File: config.mk
export PLATFORM = sky130hd
export DESIGN_NAME = prime_uart_reporter
export DESIGN_NICKNAME = d
export VERILOG_FILES = /design/src/rtl/prime_uart_reporter.sv
export SDC_FILE = /design/constraint.sdc
export NUM_CORES = 1
export LEC_CHECK = 0
export CORE_ASPECT_RATIO = 1.25
export CORE_UTILIZATION = 46
export CTS_CLUSTER_DIAMETER = 50
export DETAILED_ROUTE_END_ITERATION = 6
export GPL_ROUTABILITY_DRIVEN = 0
export PLACE_DENSITY = 0.69
export SETUP_SLACK_MARGIN = 0.2
export SYNTH_ARGS = -nofsm -noshare
export SYNTH_HDL_FRONTEND = slang
export SYNTH_SLANG_ARGS = --single-unit
File: constraint.sdc
create_clock -name clk -period 2.3 [get_ports clk]
set_input_delay 0.46 -clock clk [delete_from_list [all_inputs] [get_ports clk]]
set_output_delay 0.46 -clock clk [all_outputs]
set_load 0.005 [all_outputs]
File: src/rtl/prime_uart_reporter.sv
// rtl/prime_uart_reporter.sv - formats each accepted prime (or overflow) as hex ASCII + CR LF and sends it as UART 8N1
module prime_uart_reporter #(
    parameter int WIDTH_LOG    = 4,
    parameter int CLKS_PER_BIT = 104
) (
    input  logic                        clk,
    input  logic                        rst,
    input  logic                        in_valid,
    output logic                        in_ready,
    input  logic [(1<<WIDTH_LOG)-1:0]   in_data,
    input  logic                        in_err,
    output logic                        tx,
    output logic                        busy,
    output logic [15:0]                 msg_count
);
    localparam int W       = 1 << WIDTH_LOG;
    localparam int N_HEX   = W / 4;
    localparam int N_CHARS = N_HEX + 2;
    localparam int BAUD_W  = (CLKS_PER_BIT > 1) ? $clog2(CLKS_PER_BIT) : 1;

    typedef enum logic [2:0] {S_IDLE, S_START, S_DATA, S_STOP, S_DONE} state_t;

    state_t              r_state;
    state_t              w_state_next;
    logic [BAUD_W-1:0]   r_baud;
    logic [2:0]          r_bit;
    logic [3:0]          r_idx;
    logic [7:0]          r_shift;
    logic [W-1:0]        r_data;
    logic                r_err;
    logic                r_tx;
    logic                r_busy;
    logic [15:0]         r_msg_count;

    logic                w_accept;
    logic                w_baud_end;
    logic                w_last_char;
    logic                w_tx_next;
    logic [3:0]          w_nib;
    logic [7:0]          w_hex;
    logic [7:0]          w_char;

    assign in_ready    = (r_state == S_IDLE) && !rst;
    assign w_accept    = in_valid && in_ready;
    assign w_baud_end  = (r_baud == BAUD_W'(CLKS_PER_BIT - 1));
    assign w_last_char = (r_idx == (r_err ? 4'd4 : 4'(N_CHARS - 1)));
    assign tx          = r_tx;
    assign busy        = r_busy;
    assign msg_count   = r_msg_count;

    // Character for the current index: hex digits MSB-first, then CR LF
    always_comb begin
        w_nib = 4'h0;
        for (int i = 0; i < N_HEX; i++) begin
            if (r_idx == 4'(i)) begin
                w_nib = r_data[W-1-4*i -: 4];
            end
        end
        w_hex = (w_nib < 4'd10) ? (8'h30 + {4'h0, w_nib}) : (8'h37 + {4'h0, w_nib});
        if (r_err) begin
            case (r_idx)
                4'd0:       w_char = 8'h45;
                4'd1, 4'd2: w_char = 8'h52;
                4'd3:       w_char = 8'h0D;
                default:    w_char = 8'h0A;
            endcase
        end else if (r_idx < 4'(N_HEX)) begin
            w_char = w_hex;
        end else if (r_idx == 4'(N_HEX)) begin
            w_char = 8'h0D;
        end else begin
            w_char = 8'h0A;
        end
    end

    always_ff @(posedge clk) begin
        if (rst) begin
            r_state <= S_IDLE;
        end else begin
            r_state <= w_state_next;
        end
    end

    // tx is registered from the state, so the line lags the FSM by one cycle
    always_comb begin
        w_state_next = r_state;
        w_tx_next    = 1'b1;
        case (r_state)
            S_IDLE: begin
                if (w_accept) begin
                    w_state_next = S_START;
                end
            end
            S_START: begin
                w_tx_next = 1'b0;
                if (w_baud_end) begin
                    w_state_next = S_DATA;
                end
            end
            S_DATA: begin
                w_tx_next = r_shift[0];
                if (w_baud_end && (r_bit == 3'd7)) begin
                    w_state_next = S_STOP;
                end
            end
            S_STOP: begin
                if (w_baud_end) begin
                    w_state_next = w_last_char ? S_DONE : S_START;
                end
            end
            S_DONE: begin
                w_state_next = S_IDLE;
            end
            default: begin
                w_state_next = S_IDLE;
            end
        endcase
    end

    always_ff @(posedge clk) begin
        if (rst) begin
            r_baud      <= '0;
            r_bit       <= '0;
            r_idx       <= '0;
            r_shift     <= '0;
            r_data      <= '0;
            r_err       <= 1'b0;
            r_tx        <= 1'b1;
            r_busy      <= 1'b0;
            r_msg_count <= '0;
        end else begin
            r_tx <= w_tx_next;
            if ((r_state == S_IDLE) || (r_state == S_DONE) || w_baud_end) begin
                r_baud <= '0;
            end else begin
                r_baud <= r_baud + BAUD_W'(1);
            end
            case (r_state)
                S_IDLE: begin
                    if (w_accept) begin
                        r_data <= in_data;
                        r_err  <= in_err;
                        r_busy <= 1'b1;
                        r_idx  <= '0;
                        r_bit  <= '0;
                    end
                end
                S_START: begin
                    if (w_baud_end) begin
                        r_shift <= w_char;
                        r_bit   <= '0;
                    end
                end
                S_DATA: begin
                    if (w_baud_end) begin
                        r_shift <= {1'b0, r_shift[7:1]};
                        r_bit   <= r_bit + 3'd1;
                    end
                end
                S_STOP: begin
                    if (w_baud_end && !w_last_char) begin
                        r_idx <= r_idx + 4'd1;
                    end
                end
                S_DONE: begin
                    r_busy      <= 1'b0;
                    r_msg_count <= r_msg_count + 16'd1;
                end
                default: begin
                end
            endcase
        end
    end
endmodule

run_1/final_placement.png
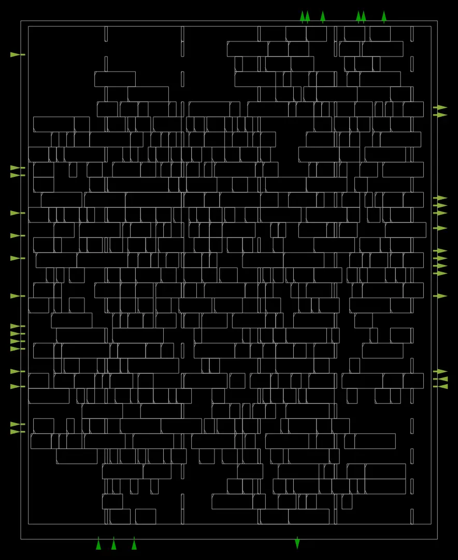
fraction of area in registers: 30.4%
Finished Core Util: 60.0%

run_1/met4.png
Supply wires on this layer in gray. Cells faint in the background.
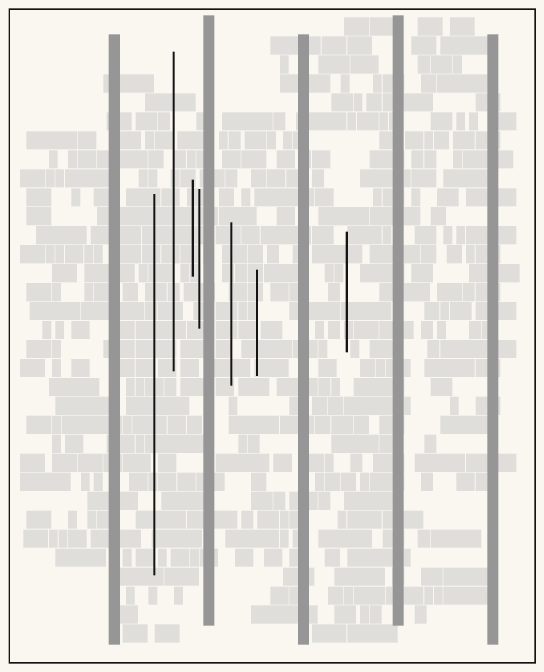
The layer carries 188 um of wire. 6 nets have wire on it. The wires run mostly vertical. The layer holds 2.7% of the routed length. The longest straight run is 54.4 um.

run_1/metal_stack.png
Scale bar: 20 um.
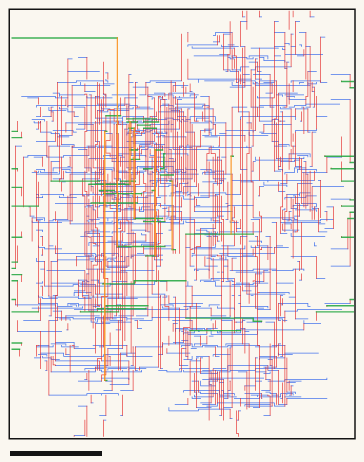
Key: green = met3 [wire length 287 um]; blue = met1 [wire length 2970 um]; orange = met4 [wire length 188 um]; red = met2 [wire length 3590 um]
DRT Wirelength: 7030 um
WL per Instance: 13.8 um

run_1/drive_strength.png
Scale bar: 20 um.
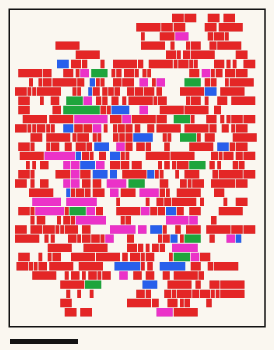
Key: blue = drive 2 [cells 23, share 5.5%]; magenta = drive 3 to 4 [cells 37, share 8.8%]; red = drive 1 or less [cells 349, share 83%]; green = drive 6 and up [cells 12, share 2.9%]

==> flow_summary.ini, run 1 <==
; physical design summary
[yosys]
area_leaders = dfxtp_1 38%, nand2_1 6.3%, nor2_1 5.8%
logic_family = simple AND/OR/NAND/NOR gates
avgSynthCellArea_um2 = 8.37
ys_sh_simple_pct = 31.0
synthTopCellsByCount = 59 x dfxtp_1, 52 x nand2_1, 48 x nor2_1
synthAdderAreaFrac_pct = 3.66
ys_cells = 368
synth_top_area_share_pct = 38.3
ys_sh_xor_pct = 5.69
yosys_warnings = 0
yosysUniqueCellTypes = 62
synth_area_mm2 = 0.00308
fp_nets = 397
mux_share_pct = 1.67
ys_seq_share_pct = 38.3
async_reset_ff_share_pct = 0
ys_sh_aoi_pct = 15.3
yosysChipArea_mm2 = 0.00308
synth.most_common_cell = dfxtp_1
synth_flop_count = 59

[route]
drtAntennaViolNets = 0
wl_met1_um = 2970
highest_layer = met4
first_pass_iters = 4
drtIter0Drc = 169
via_per_inst = 5.42
vias = 2755
met3WireLength_um = 286

[power]
power.total_mw = 2.32
seq_power_share_pct = 47.2
combPwrFrac_pct = 10.9
switching_share_pct = 25.4
p_seq_mw = 1.09
pg_comb_uw = 253
pwr-share-clk_pct = 41.9
p_leak_nw = 1.50
p_clk_uw = 972
ir_worst_vdd_mv = 0.456

[worst_setup_path]
reg2reg_depth = 9
path_cells = buf_4 > ha_4 > nor2b_2 > a2111oi_4 > a31oi_2 > ha_2 > and4bb_1 > o311ai_2 > a21oi_1
crit_arrival_ns = 2.34
cp-endpoint = r_shift[2]
r2r-start = r_idx[1]
crit_required_ns = 2.51
worstSetupPathType = flop to flop
path_buffers = 1
cpLargestDelayFamily = AND-OR/OR-AND gates
endpoint_kind = flop
cp.depth = 9

[final_timing]
finalSetupViolations = 0
max_freq_mhz = 470
drv_slew = 0
rsz0062_at_grt = true
period_minus_slack_ns = 2.13
maxSlewHeadroom_pct = 65.1
finalSetupTns_ns = 0
tightest_slew_ns = 0.523
finalClockPeriodUsage_pct = 92.5
fin_ws_ns = 0.173
whs_ns = 0.453

[floorplan]
dieArea_mm2 = 0.00703
io_pins = 39
core_mm2 = 0.00652
core.rowCount = 33
die_h_um = 93.5
dieWidth_um = 75.2
fp_util_pct = 47.2

[clock_tree]
cts-root-buf = clkbuf_8
cts_tree = built
clk-insertion-delay-late_ns = 0.34
path_clk_slew_ns = 0.07
post_cts_buffers = 4
cts_buffers = 9
h-tree-depth = 3
cts_sinks = 59
cts_hold_buf = 0
clockBufferDepth = 2

[final_layout]
combAreaFraction_pct = 47.1
buf_share_pct = 13.7
finalInstanceArea_mm2 = 0.00392
finalNonFillerCells = 508
fin_nets = 446
final-comb-area_mm2 = 0.00184
comb_cells = 278
mostFrequentLayoutCell = dfxtp_1
drive_above_1_share_pct = 17.1
clock_area_share_pct = 5.11
nFillCells = 598
clock_buffer_count = 11
n_antenna_cell = 0
flops = 59
flop_area_mm2 = 0.00119
inv_count = 9
buffers = 60

[global_route]
globalRouteTotalUtil_pct = 21.6
grt_pass1_vias = 2499
grt.met2_usage_pct = 35.6
grt_pass1_wl_um = 11400
use_met1_pct = 25.4
grt_use_met3_pct = 6.03
grt_overflow_total = 0
grt_max_degree = 56

[placement]
postPlaceCellArea_mm2 = 0.00355
dp_cells = 482
preCtsSetupSlack_ns = 0.0262
dp_hpwl_um = 4800

[run_status]
outcome = finished clean

[job]
cap_violations = 0
tool_warnings = 31

[worst_hold_path]
hp-start = r_baud[0]
==> inputs of run 2 (changes only) <==
Settings changed: ABC_AREA set to 0.
run_2/met3.png
Scale bar: 20 um.
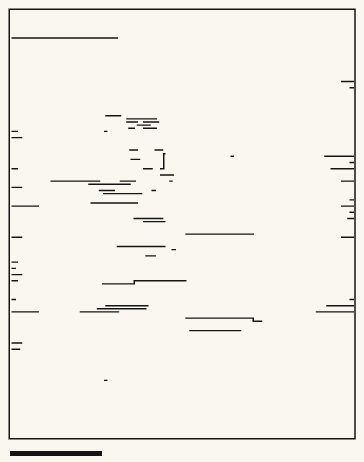
The layer carries 287 um of wire. The wires run mostly horizontal.

run_2/metal_stack.png
Scale bar: 20 um.
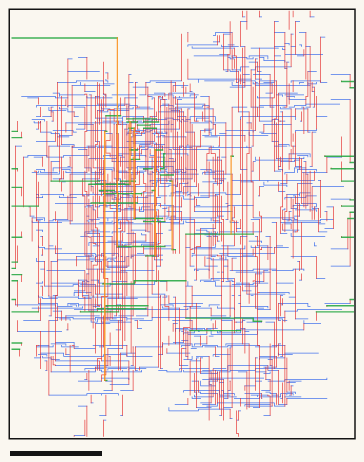
Key: red = met2 [wire length 3590 um]; green = met3 [wire length 287 um]; blue = met1 [wire length 2970 um]; orange = met4 [wire length 188 um]

run_2/final_placement.png
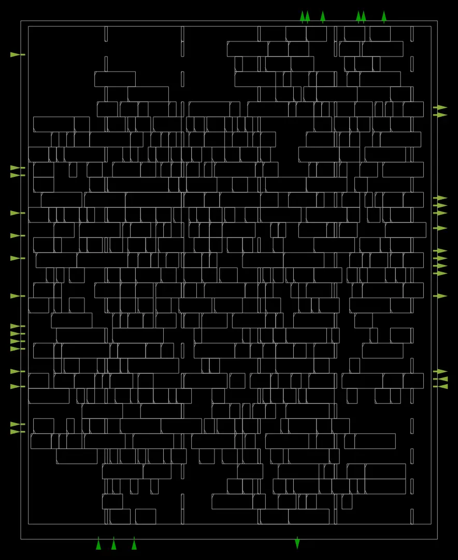
Core Area: 0.00652 mm^2
Post-Layout Cell Count: 508

==> flow_summary.ini, run 2 <==
; physical design summary
[power]
switching_power_uw = 590
pg_comb_uw = 253
power_leader = sequential cells
switching_share_pct = 25.4
p_leak_nw = 1.50
power.density_mw_per_mm2 = 592
combPwrFrac_pct = 10.9
seq_power_share_pct = 47.2
p_seq_mw = 1.09
p_clk_uw = 972
ir_worst_vdd_mv = 0.456
pwr-share-clk_pct = 41.9
power.total_mw = 2.32

[worst_setup_path]
endpoint_kind = flop
worstSetupPathType = flop to flop
rr_endpoint = r_shift[2]
crit_arrival_ns = 2.34
reg2reg_depth = 9
r2r_slack_ns = 0.17
cp.depth = 9
path_buffers = 1
cpLargestDelayFamily = AND-OR/OR-AND gates
cp-endpoint = r_shift[2]
path_cells = buf_4 > ha_4 > nor2b_2 > a2111oi_4 > a31oi_2 > ha_2 > and4bb_1 > o311ai_2 > a21oi_1
critPathLaunch = r_idx[1]
crit_required_ns = 2.51
r2r-start = r_idx[1]

[floorplan]
dieArea_mm2 = 0.00703
fp_util_pct = 47.2
core.rowCount = 33
die_h_um = 93.5
io_pins = 39
dieWidth_um = 75.2

[clock_tree]
clockBufferDepth = 2
cts_tree = built
clk-insertion-delay-late_ns = 0.34
cts_resized = 13
cts_sinks = 59
cts-root-buf = clkbuf_8
cts_buffers = 9
cts_hold_buf = 0
path_clk_slew_ns = 0.07
post_cts_buffers = 4
h-tree-depth = 3

[final_timing]
max_freq_mhz = 470
finalSetupTns_ns = 0
fin_ws_ns = 0.173
finalClockPeriodUsage_pct = 92.5
maxSlewHeadroom_pct = 65.1
finalSetupViolations = 0
period_minus_slack_ns = 2.13
whs_ns = 0.453
tightest_slew_ns = 0.523
drv_slew = 0
hold_viol = 0
rsz0062_at_grt = true
final.setup_skew_ns = 0.00832

[route]
highest_layer = met4
routed_wl_um = 7030
via_per_inst = 5.42
vias = 2755
drc_errors = 0
first_pass_iters = 4
met3WireLength_um = 286
drtAntennaViolNets = 0
drtIter0Drc = 169
wire_per_inst_um = 13.8
wl_met1_um = 2970

[final_layout]
combAreaFraction_pct = 47.1
flops = 59
drive_above_1_share_pct = 17.1
mostFrequentLayoutCell = dfxtp_1
comb_cells = 278
nFillCells = 598
final-comb-area_mm2 = 0.00184
area_growth_pct = 27.1
flop_area_mm2 = 0.00119
fin_util_pct = 60.0
n_antenna_cell = 0
buf_share_pct = 13.7
buffers = 60
finalInstanceArea_mm2 = 0.00392
clock_area_share_pct = 5.11
clock_buffer_count = 11
inv_count = 9
fin_nets = 446
seq_area_share_pct = 30.4

[yosys]
mux_share_pct = 1.67
ys_sh_simple_pct = 31.0
synth-edff-count = 0
synthTopCellsByCount = 59 x dfxtp_1, 52 x nand2_1, 48 x nor2_1
area_leaders = dfxtp_1 38%, nand2_1 6.3%, nor2_1 5.8%
synth_top_area_share_pct = 38.3
ys_sh_xor_pct = 5.69
yosysUniqueCellTypes = 62
avgSynthCellArea_um2 = 8.37
synth.most_common_cell = dfxtp_1
yosys_warnings = 0
ys_cells = 368
synth_flop_count = 59
netlist_instances = 368
top_area_cell = dfxtp_1
synthAdderAreaFrac_pct = 3.66
yosysChipArea_mm2 = 0.00308
ys_seq_share_pct = 38.3
fp_nets = 397
async_reset_ff_share_pct = 0
ys_sh_aoi_pct = 15.3
logic_family = simple AND/OR/NAND/NOR gates
synth_area_mm2 = 0.00308

[worst_hold_path]
whs_path_depth = 1
hp-start = r_baud[0]
hold_class = flop to flop
min_to = r_baud[0]

[global_route]
globalRouteTotalUtil_pct = 21.6
grt_most_used_layer = met2
grt.met2_usage_pct = 35.6
grt_pass1_wl_um = 11400
antenna_found_initial = 0
grt_overflow_total = 0
grt_use_met3_pct = 6.03
grt_pass1_vias = 2499
grt_max_degree = 56
use_met1_pct = 25.4

[job]
tool_warnings = 31
cap_violations = 0

[placement]
preCtsSetupSlack_ns = 0.0262
postPlaceCellArea_mm2 = 0.00355
dp_cells = 482
dp_hpwl_um = 4800

[run_status]
outcome = finished clean
Power is estimated from default activity; no workload was simulated.
